[src/rtl/pc_sequencer.sv]
// Fetch/execute sequencer driving the Hack PC load/inc/reset controls.
// Optional fetch watchdog enabled by defining PC_SEQ_TIMEOUT_EN.
module pc_sequencer #(
    parameter int TIMEOUT = 16
) (
    input  logic        clk,
    input  logic        reset,
    input  logic        start,
    input  logic        halt_req,
    output logic        imem_req,
    input  logic        imem_ack,
    input  logic [15:0] instr,
    output logic        exec_start,
    input  logic        exec_done,
    input  logic        zr,
    input  logic        ng,
    output logic [15:0] ir,
    output logic        pc_load,
    output logic        pc_inc,
    output logic        pc_reset,
    output logic        busy,
    output logic        err,
    output logic [2:0]  state_dbg
);

    typedef enum logic [2:0] {
        IDLE   = 3'd0,
        CLR    = 3'd1,
        FETCH  = 3'd2,
        EXEC   = 3'd3,
        WAIT   = 3'd4,
        UPDATE = 3'd5,
        HALT   = 3'd6
    } state_t;

    state_t      state;
    state_t      state_nx;
    logic [15:0] ir_q;
    logic        take_q;
    logic        take_nx;
    logic        halt_pend;
    logic        tmo;

    // A-instructions never jump; C-instructions test jump bits against flags.
    always_comb begin
        take_nx = ir_q[15] & ((ir_q[2] & ng) | (ir_q[1] & zr) | (ir_q[0] & ~ng & ~zr));
    end

`ifdef PC_SEQ_TIMEOUT_EN
    localparam int CW = $clog2(TIMEOUT + 1);
    logic [CW-1:0] tcnt;
    logic          err_q;

    assign tmo = (state == FETCH) && !imem_ack && (tcnt == CW'(TIMEOUT - 1));

    // Counter sits at zero outside FETCH, so every FETCH entry starts fresh.
    always_ff @(posedge clk or negedge reset) begin
        if (!reset) begin
            tcnt  <= '0;
            err_q <= 1'b0;
        end else begin
            if (state != FETCH) begin
                tcnt <= '0;
            end else if (!imem_ack) begin
                tcnt <= tcnt + 1'b1;
            end
            if (tmo) begin
                err_q <= 1'b1;
            end
        end
    end

    assign err = err_q;
`else
    logic [31:0] unused_timeout;
    assign unused_timeout = TIMEOUT;
    assign tmo = 1'b0;
    assign err = 1'b0;
`endif

    always_ff @(posedge clk or negedge reset) begin
        if (!reset) begin
            state <= IDLE;
        end else begin
            state <= state_nx;
        end
    end

    always_comb begin
        state_nx = state;
        case (state)
            IDLE:    if (start) state_nx = CLR;
            CLR:     state_nx = FETCH;
            FETCH: begin
                if (imem_ack) state_nx = EXEC;
                else if (tmo) state_nx = HALT;
            end
            EXEC:    state_nx = WAIT;
            WAIT:    if (exec_done) state_nx = UPDATE;
            UPDATE:  state_nx = halt_pend ? HALT : FETCH;
            HALT:    if (start) state_nx = FETCH;
            default: state_nx = IDLE;
        endcase
    end

    // A halt raised together with start in IDLE is kept for after the first instruction.
    always_ff @(posedge clk or negedge reset) begin
        if (!reset) begin
            ir_q      <= 16'h0000;
            take_q    <= 1'b0;
            halt_pend <= 1'b0;
        end else begin
            if (state == FETCH && imem_ack) begin
                ir_q <= instr;
            end
            if (state == WAIT && exec_done) begin
                take_q <= take_nx;
            end
            if (state_nx == HALT && state != HALT) begin
                halt_pend <= 1'b0;
            end else if (halt_req && (state != IDLE || start)) begin
                halt_pend <= 1'b1;
            end
        end
    end

    always_comb begin
        imem_req   = 1'b0;
        exec_start = 1'b0;
        pc_load    = 1'b0;
        pc_inc     = 1'b0;
        pc_reset   = 1'b0;
        busy       = 1'b1;
        case (state)
            IDLE:    busy = 1'b0;
            CLR:     pc_reset = 1'b1;
            FETCH:   imem_req = 1'b1;
            EXEC:    exec_start = 1'b1;
            WAIT:    busy = 1'b1;
            UPDATE: begin
                pc_load = take_q;
                pc_inc  = ~take_q;
            end
            HALT:    busy = 1'b0;
            default: busy = 1'b0;
        endcase
    end

    assign ir        = ir_q;
    assign state_dbg = state;

endmodule

[config.mk]
export PLATFORM = sky130hd
export DESIGN_NAME = pc_sequencer
export DESIGN_NICKNAME = d
export VERILOG_FILES = /design/src/rtl/pc_sequencer.sv
export SDC_FILE = /design/constraint.sdc
export NUM_CORES = 1
export LEC_CHECK = 0
export ABC_CLOCK_PERIOD_IN_PS = 2300
export CAP_MARGIN = 20
export CORE_ASPECT_RATIO = 1.1
export CORE_MARGIN = 3
export CORE_UTILIZATION = 38
export DETAILED_ROUTE_END_ITERATION = 12
export PLACE_DENSITY = 0.8
export SYNTH_ARGS = -nofsm -noshare
export SYNTH_HDL_FRONTEND = slang
export SYNTH_SLANG_ARGS = --single-unit
[constraint.sdc]
create_clock -name clk -period 2.3 [get_ports clk]
set_clock_uncertainty 0.2 [all_clocks]
set_input_delay 0.69 -clock clk [delete_from_list [all_inputs] [get_ports clk]]
set_output_delay 0.69 -clock clk [all_outputs]
set_load 0.01 [all_outputs]
run_1/wire_density.png
11 x 12 tiles, from dark blue (low) to red (high), scaled to the fullest tile. Values are wire area over tile area, all layers added.
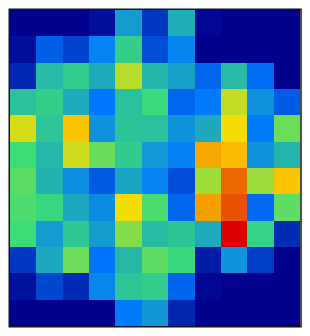
tiles over half the peak = 21%
densest ninth of the die = right middle
nearly empty tiles = 19%
mean over tiles = 0.11
fullest tile = 0.35
global-route usage over all layers: 0.145
average wire length per cell after detail routing: 13.9 microns
Total Routed Length: 2180 microns
routed via count: 768

run_1/port_nets.png
Scale bar: 20 microns.
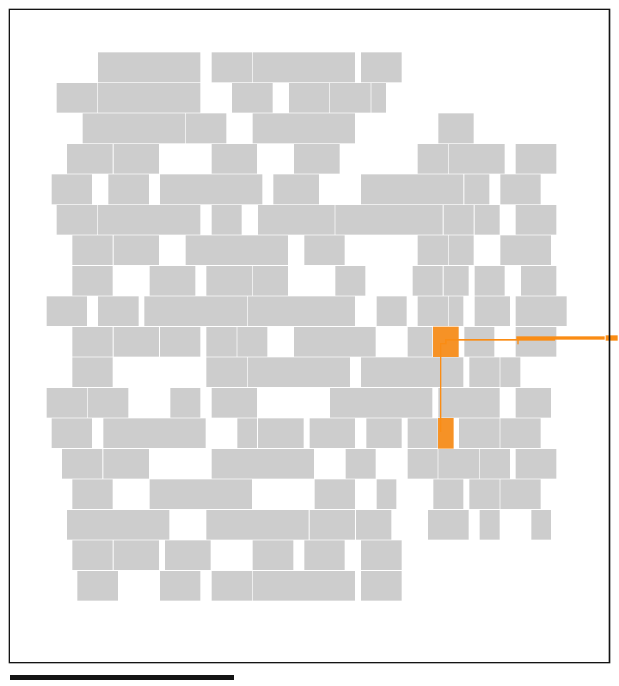
orange -> `exec_done`  # bits 1, direction input, edge right, end cells 2, buffers 1, wire 26.4 microns
number of input and output port buffers inserted: 48
# IOs: 50

==> impl_results.rst, run 1 <==
Metrics
=======

.. list-table::
   :header-rows: 1

   * - Metric
     - Value
   * - Class of the most critical hold timing path
     - reg -> reg
   * - Number of enable-type register cells in the synthesized netlist
     - 0
   * - Result of the run
     - finished clean
   * - Highest net fanout along the worst path
     - 6
   * - Global-route wire length before repair
     - approximately 3500 microns
   * - Post-synth cell types
     - 30
   * - Unrepaired setup endpoints after global routing
     - yes
   * - Worst skew pair latency
     - 0.29 ns
   * - TritonCTS Sinks
     - 21
   * - Placement Rows
     - 18
   * - Vias in the first global route
     - 796
   * - Post-synthesis chip area from yosys
     - 940 sq um
   * - Most common library cell in the layout ignoring fill and taps
     - sky130_fd_sc_hd__clkdlybuf4s50_1
   * - Top FF cell, synth
     - sky130_fd_sc_hd__dfrtp_1
   * - Post-synthesis average cell area
     - about 14 sq um
   * - Seq/Total Area, Yosys
     - 0.559
   * - Final-stage net count
     - 152
   * - Drt first pass iters
     - 2
   * - Time the final worst path needs with I/O delays and setup
     - 2.25 ns
   * - Type of element capturing the critical path
     - output port
   * - Synthesized Nets
     - 93
   * - Count of yosys warnings during synthesis
     - 0
   * - Antenna Diode Count
     - 0
   * - Crit path required time
     - 1.41 ns
   * - Setup TNS
     - 0 ns
   * - Crit share post-route
     - 0.980
   * - Antenna violations before repair
     - 0
   * - Remaining design rule violation count
     - 0
   * - Number of warnings in the stage logs
     - 27
   * - Clock share of power
     - 0.084
   * - Delay of the slowest cell on the worst path
     - 0.46 ns
   * - Crit Path Category
     - reg -> out
   * - Post-Route Utilization
     - 0.676
   * - Peak Freq
     - between 0.4 and 0.5 GHz
   * - Final hold vios
     - 0
   * - Signed area change from the synthesized netlist to the final layout
     - 65.4%
   * - Synthesized flop and latch total
     - 21
   * - Final Wtd Congestion
     - 0.677
   * - Commonest cells after routing, fill and taps aside
     - 39 x sky130_fd_sc_hd__clkdlybuf4s50_1, 19 x sky130_fd_sc_hd__dfrtp_1, 16 x sky130_fd_sc_hd__mux2_2
   * - Netlist area before placement
     - about 940 sq um
   * - Slowest cell on crit path
     - sky130_fd_sc_hd__dfrtp_2
   * - Critical-path cell list
     - buf_4 -> and4b_1 -> clkdlybuf4s15_1
   * - Cell leakage power
     - 0.679 nW
   * - Reg clk slew, reported paths
     - 0.11 ns
   * - Worst path top cell family by delay
     - flip-flops
   * - Clock tree from TritonCTS
     - built
   * - Yosys cell count
     - just under 70
   * - Total grt overflow
     - 0
run_1/pdn.png
Scale bar: 20 microns. Pins as bars on the die edge. Tap cells in grey.
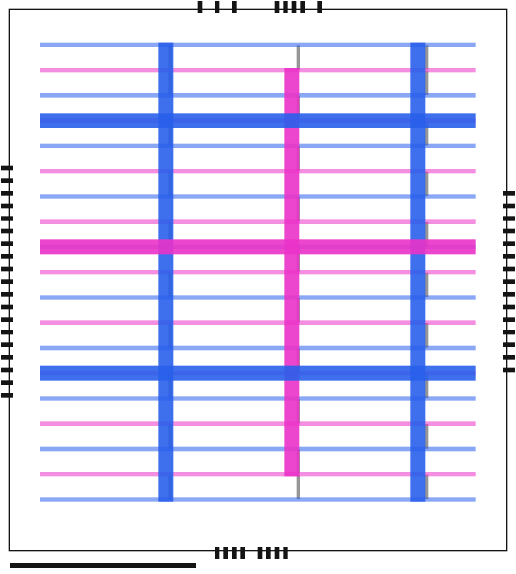
magenta -> VDD
blue -> VSS
tap cells = 30
rows = 18
met1 rails = 19
signal pins = 50
core region area: 0.00230 sq mm
width of the die: 53.4 microns
worst-case vdd ir drop: 0.000867 V

run 1: per-stage QoR:
stage               std cells  hold slack [ns]
floorplan                  69            0.194
global placement          148            0.294
detailed placement        148            0.297
CTS                       156            0.325
global route              157            0.349
finish                    157            0.323
run 1: kinds of logic (layout without fill, tap and decap cells):
| kind of cell | after synthesis | in the layout | synth area share |
|---|---|---|---|
| flops | 21 | 21 | 0.559 |
| mux | 16 | 16 | 0.192 |
| simple gates | 13 | 13 | 0.115 |
| compound gates | 11 | 11 | 0.0839 |
| buf+inv | 6 | 64 | 0.0373 |
| other cells | 1 | 1 | 0.00399 |
| xor+xnor | 1 | 1 | 0.00932 |
run 1: worst paths after layout:
kind / start / endpoint / slack (ns) / cells past startpoint
worst max-delay path: state_dbg[1] / pc_load / 0.05 / 3
worst min-delay path: ir[4] / ir[4] / 0.32 / 1
worst max register to register: state_dbg[2] / ir[8] / 0.54 / 5
worst min register to register: ir[4] / ir[4] / 0.32 / 1
max in group asynchronous: reset / state_dbg[0] / 0.96 / 2
min in group asynchronous: reset / ir[9] / 0.44 / 1
run 1: routing by layer:
layer	track usage	vias to the layer above	routed length, microns
met5	0	-	0
met4	0.0109	0	0
met3	0.0308	0	169
met2	0.233	34	1080
met1	0.210	366	930
li1	-	368	-
run 1: state kept, by name (all words and copies together), names as in the netlist:
name	flops
halt_pend	1
ir	16
state_dbg	3
take_q	1
run 1: synthesized netlist by cell type, types with 2 or more instances:
cell type	n	area share
sky130_fd_sc_hd__a211oi_1	2	0.016
sky130_fd_sc_hd__clkbuf_1	2	0.0080
sky130_fd_sc_hd__dfrtp_1	21	0.56
sky130_fd_sc_hd__mux2_2	16	0.19
sky130_fd_sc_hd__nor3b_1	3	0.024
run 1: layout make-up:
class,instances,area [sq um]
clock buffers,3,22.5
clock inverters,1,5.00
fillers,198,743
inverters,1,3.75
multi-input cells,42,390
flip-flops and latches,21,528
well taps,30,37.5
repair buffers,59,567
run 1: power by group through the flow:
stage	Clock, W	Combinational [W]	Sequential [W]
global route	0.000199	0.00119	0.000706
CTS	0.000173	0.00111	0.000680
detailed placement	0	0.00107	0.000699
finish	0.000166	0.00112	0.000681
floorplan	0	0.000422	0.000756
global placement	0	0.00104	0.000694
run 1: timing repair:
action | 4_1_cts | 5_1_grt
buffers inserted | 4 | 1
endpoints found under the setup margin | 8 | 6
gates cloned | 0 | 0
gates resized | 9 | 11
hold buffers | 0 | 0
## Run 2: what changed since run 1
--- a/config.mk
+++ b/config.mk
@@ -6,10 +6,10 @@
 export NUM_CORES = 1
 export LEC_CHECK = 0
 export ABC_CLOCK_PERIOD_IN_PS = 2300
-export CAP_MARGIN = 20
 export CORE_ASPECT_RATIO = 1.1
 export CORE_MARGIN = 3
 export CORE_UTILIZATION = 38
+export CTS_BUF_LIST = sky130_fd_sc_hd__clkbuf_16
 export DETAILED_ROUTE_END_ITERATION = 12
 export PLACE_DENSITY = 0.8
 export SYNTH_ARGS = -nofsm -noshare
run_2/pdn.png
Scale bar: 20 microns. Pins as bars on the die edge. Tap cells in grey.
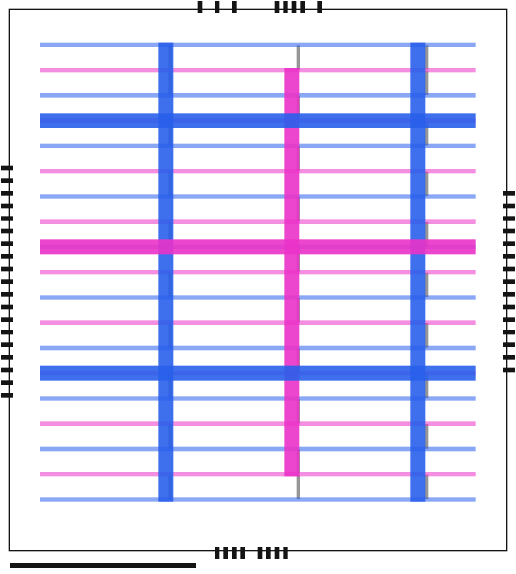
blue -> VSS
magenta -> VDD
rows = 18
signal pins = 50
met1 rails = 19
met4 straps = 3
met5 straps = 3
vertical extent of the die: 58.2 microns
worst-case vdd ir drop: 0.000849 V

run_2/cell_classes.png
Fill, decap, tap and diode cells in grey.
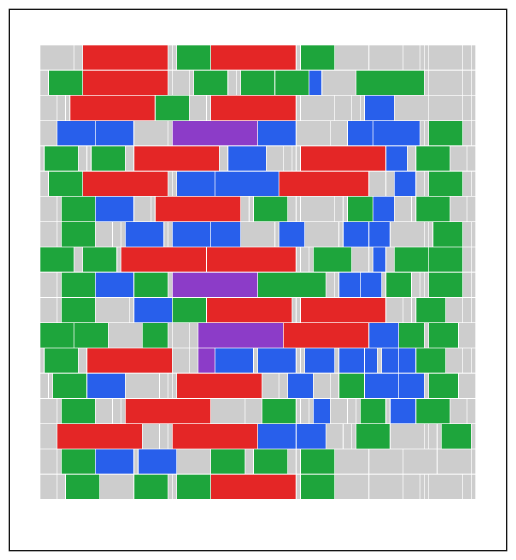
purple -> clock drivers and dummy loads  # cells 4, share of their area 5.1%
red -> flip-flops  # cells 21, share of their area 34%
green -> other buffers and delay cells  # cells 57, share of their area 36%
blue -> all other logic  # cells 43, share of their area 25%
Placement Rows: 18
final instance area: 0.00160 sq mm

run_2/final_placement.png
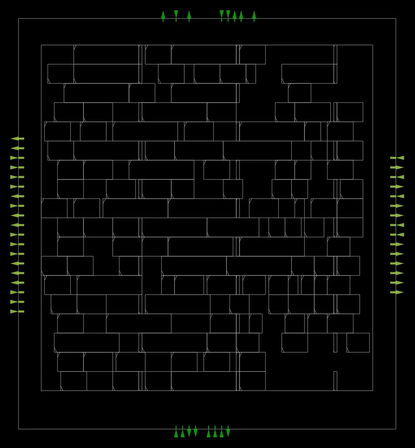
Post-Route Utilization: 0.696
flop share of the area: 0.330
tap cell count: 30
post-route non-filler standard cell count: 155
layout sequential cell count: 21

==> run 2 against run 1 <==
Cell count down 1.3%. Combinational power about the same. Total power up 9.9%. First-iteration DRC count down 100%. Largest cell class unchanged. Largest power group unchanged.
==> impl_results.rst, run 2 <==
Metrics
=======

.. list-table::
   :header-rows: 1

   * - Metric
     - Value
   * - Core region area
     - 0.00230 sq mm (unchanged)
   * - Result of the run
     - finished clean
   * - CTS Hold Buffers Added
     - 0 (unchanged)
   * - Global-route wire length before repair
     - 3440 microns (-0.58%)
   * - Commonest cells after routing, fill and taps aside
     - 42 x sky130_fd_sc_hd__clkdlybuf4s50_1, 19 x sky130_fd_sc_hd__dfrtp_1, 16 x sky130_fd_sc_hd__mux2_2
   * - Global-route usage over all layers
     - 0.146 (+0.00106)
   * - Final-stage net count
     - 150 (-1.3%)
   * - Synthesized Nets
     - 93 (unchanged)
   * - Unrepaired setup endpoints after global routing
     - no
   * - Slowest cell on crit path
     - sky130_fd_sc_hd__clkdlybuf4s50_1
   * - Area share of fa/ha/maj cells after synthesis
     - 0 (unchanged)
   * - Crit path required time
     - 1.41 ns (about the same)
   * - Vias in the first global route
     - 811 (+1.9%)
   * - TritonCTS Sinks
     - 21 (unchanged)
   * - Time the final worst path needs with I/O delays and setup
     - 2.24 ns (-0.0129 ns)
   * - Seq/Total Area, Yosys
     - 0.559 (unchanged)
   * - # IOs
     - 50 (unchanged)
   * - Top FF cell, synth
     - sky130_fd_sc_hd__dfrtp_1
   * - Largest logic family
     - multiplexers
   * - Drt first pass iters
     - 1 (-1)
   * - Crit path from
     - state_dbg[1]
   * - Most common library cell in the layout ignoring fill and taps
     - sky130_fd_sc_hd__clkdlybuf4s50_1
   * - Type of element capturing the critical path
     - output port
   * - Basic Gates by Area
     - 0.115 (unchanged)
   * - Antenna violations before repair
     - 0 (unchanged)
   * - Capturing element of the worst setup path
     - state_dbg[1]
   * - Total grt overflow
     - 0 (unchanged)
   * - Number of input and output port buffers inserted
     - 48 (unchanged)
   * - Post-synth top area share
     - 0.559 (unchanged)
   * - Most frequent cells after synthesis
     - 21 x sky130_fd_sc_hd__dfrtp_1, 16 x sky130_fd_sc_hd__mux2_2, 3 x sky130_fd_sc_hd__nor3b_1, 2 x sky130_fd_sc_hd__a211oi_1, 2 x sky130_fd_sc_hd__clkbuf_1
   * - Cells on worst reg2reg path
     - 5 (unchanged)
   * - Delay of the slowest cell on the worst path
     - 0.53 ns (+0.07 ns)
   * - Post-synthesis chip area from yosys
     - 940 sq um (unchanged)
   * - Startpoint of the worst register-to-register path
     - state_dbg[2]
==> run 2: cell types whose count changed in the layout (fill, tap and decap cells not counted), sizes merged <==
cell           delta
buf               -2
clkdlybuf4s50     +3
dlygate4sd2       +3
clkbuf            -2
clkdlybuf4s15     -2
dlymetal6s2s      -2
==> run 2: what timing repair did <==
action	4_1_cts	5_1_grt
gates resized	8	1
setup buffers	2	1
setup endpoints to repair	8	2
==> run 2: logic make-up after synthesis <==
kind of cell              count (synthesis)
AOI/OAI and AO/OA                        11
buffers and inverters                     6
DFF                                      21
and+or+nand+nor                          13
other                                     1
xor gates and xnor gates                  1
muxes                                    16
==> run 2: worst min-delay path by stage <==
stage / endpoint / slack [ns] / cells after the start
after floorplan: halt_pend / 0.19 / 0
final: ir[4] / 0.31 / 1
after global routing: ir[4] / 0.33 / 1
after global placement: ir[3] / 0.29 / 1
after detailed placement: ir[9] / 0.30 / 1
after CTS: ir[4] / 0.31 / 1
==> run 2: final cells by class <==
class                   instances  area, sq um
fillers                       186          699
well taps                      30         37.5
inverters                       1         3.75
repair buffers                 57          569
flip-flops and latches         21          528
multi-input cells              42          379
clock inverters                 1         5.00
clock buffers                   3         75.1
==> run 2: routing by layer <==
metal  wire length [microns]  share of wire  vias up  track usage
li1                        -              -      369            -
met1                     907           0.41      362        0.200
met2                    1110           0.51       34        0.236
met3                     171          0.078        0       0.0308
met4                       0              0        0       0.0328
met5                       0              0        -            0
==> run 2: through the flow <==
stage | setup TNS (ns) | std cells | hold slack, ns | area (sq um)
floorplan | 0 | 69 | 0.194 | 940
global placement | -0.0974 | 148 | 0.294 | 1480
global route | 0 | 155 | 0.325 | 1600
detailed placement | -0.556 | 148 | 0.297 | 1480
CTS | 0 | 154 | 0.311 | 1570
finish | 0 | 155 | 0.310 | 1600
==> run 2: critical path, delay by kind of cell (launching register included) <==
| family | cells | cell delay [ns] |
|---|---|---|
| buffers and inverters | 2 | 0.67 |
| flip-flops | 1 | 0.43 |
==> run 2: report_power, final <==
group	switching [W]	internal, W	leakage, nW
Clock	0.000121	0.000233	0.0409
Sequential	0.000133	0.000560	0.247
Combinational	0.000410	0.000703	0.390
Power is estimated from default activity; no workload was simulated.
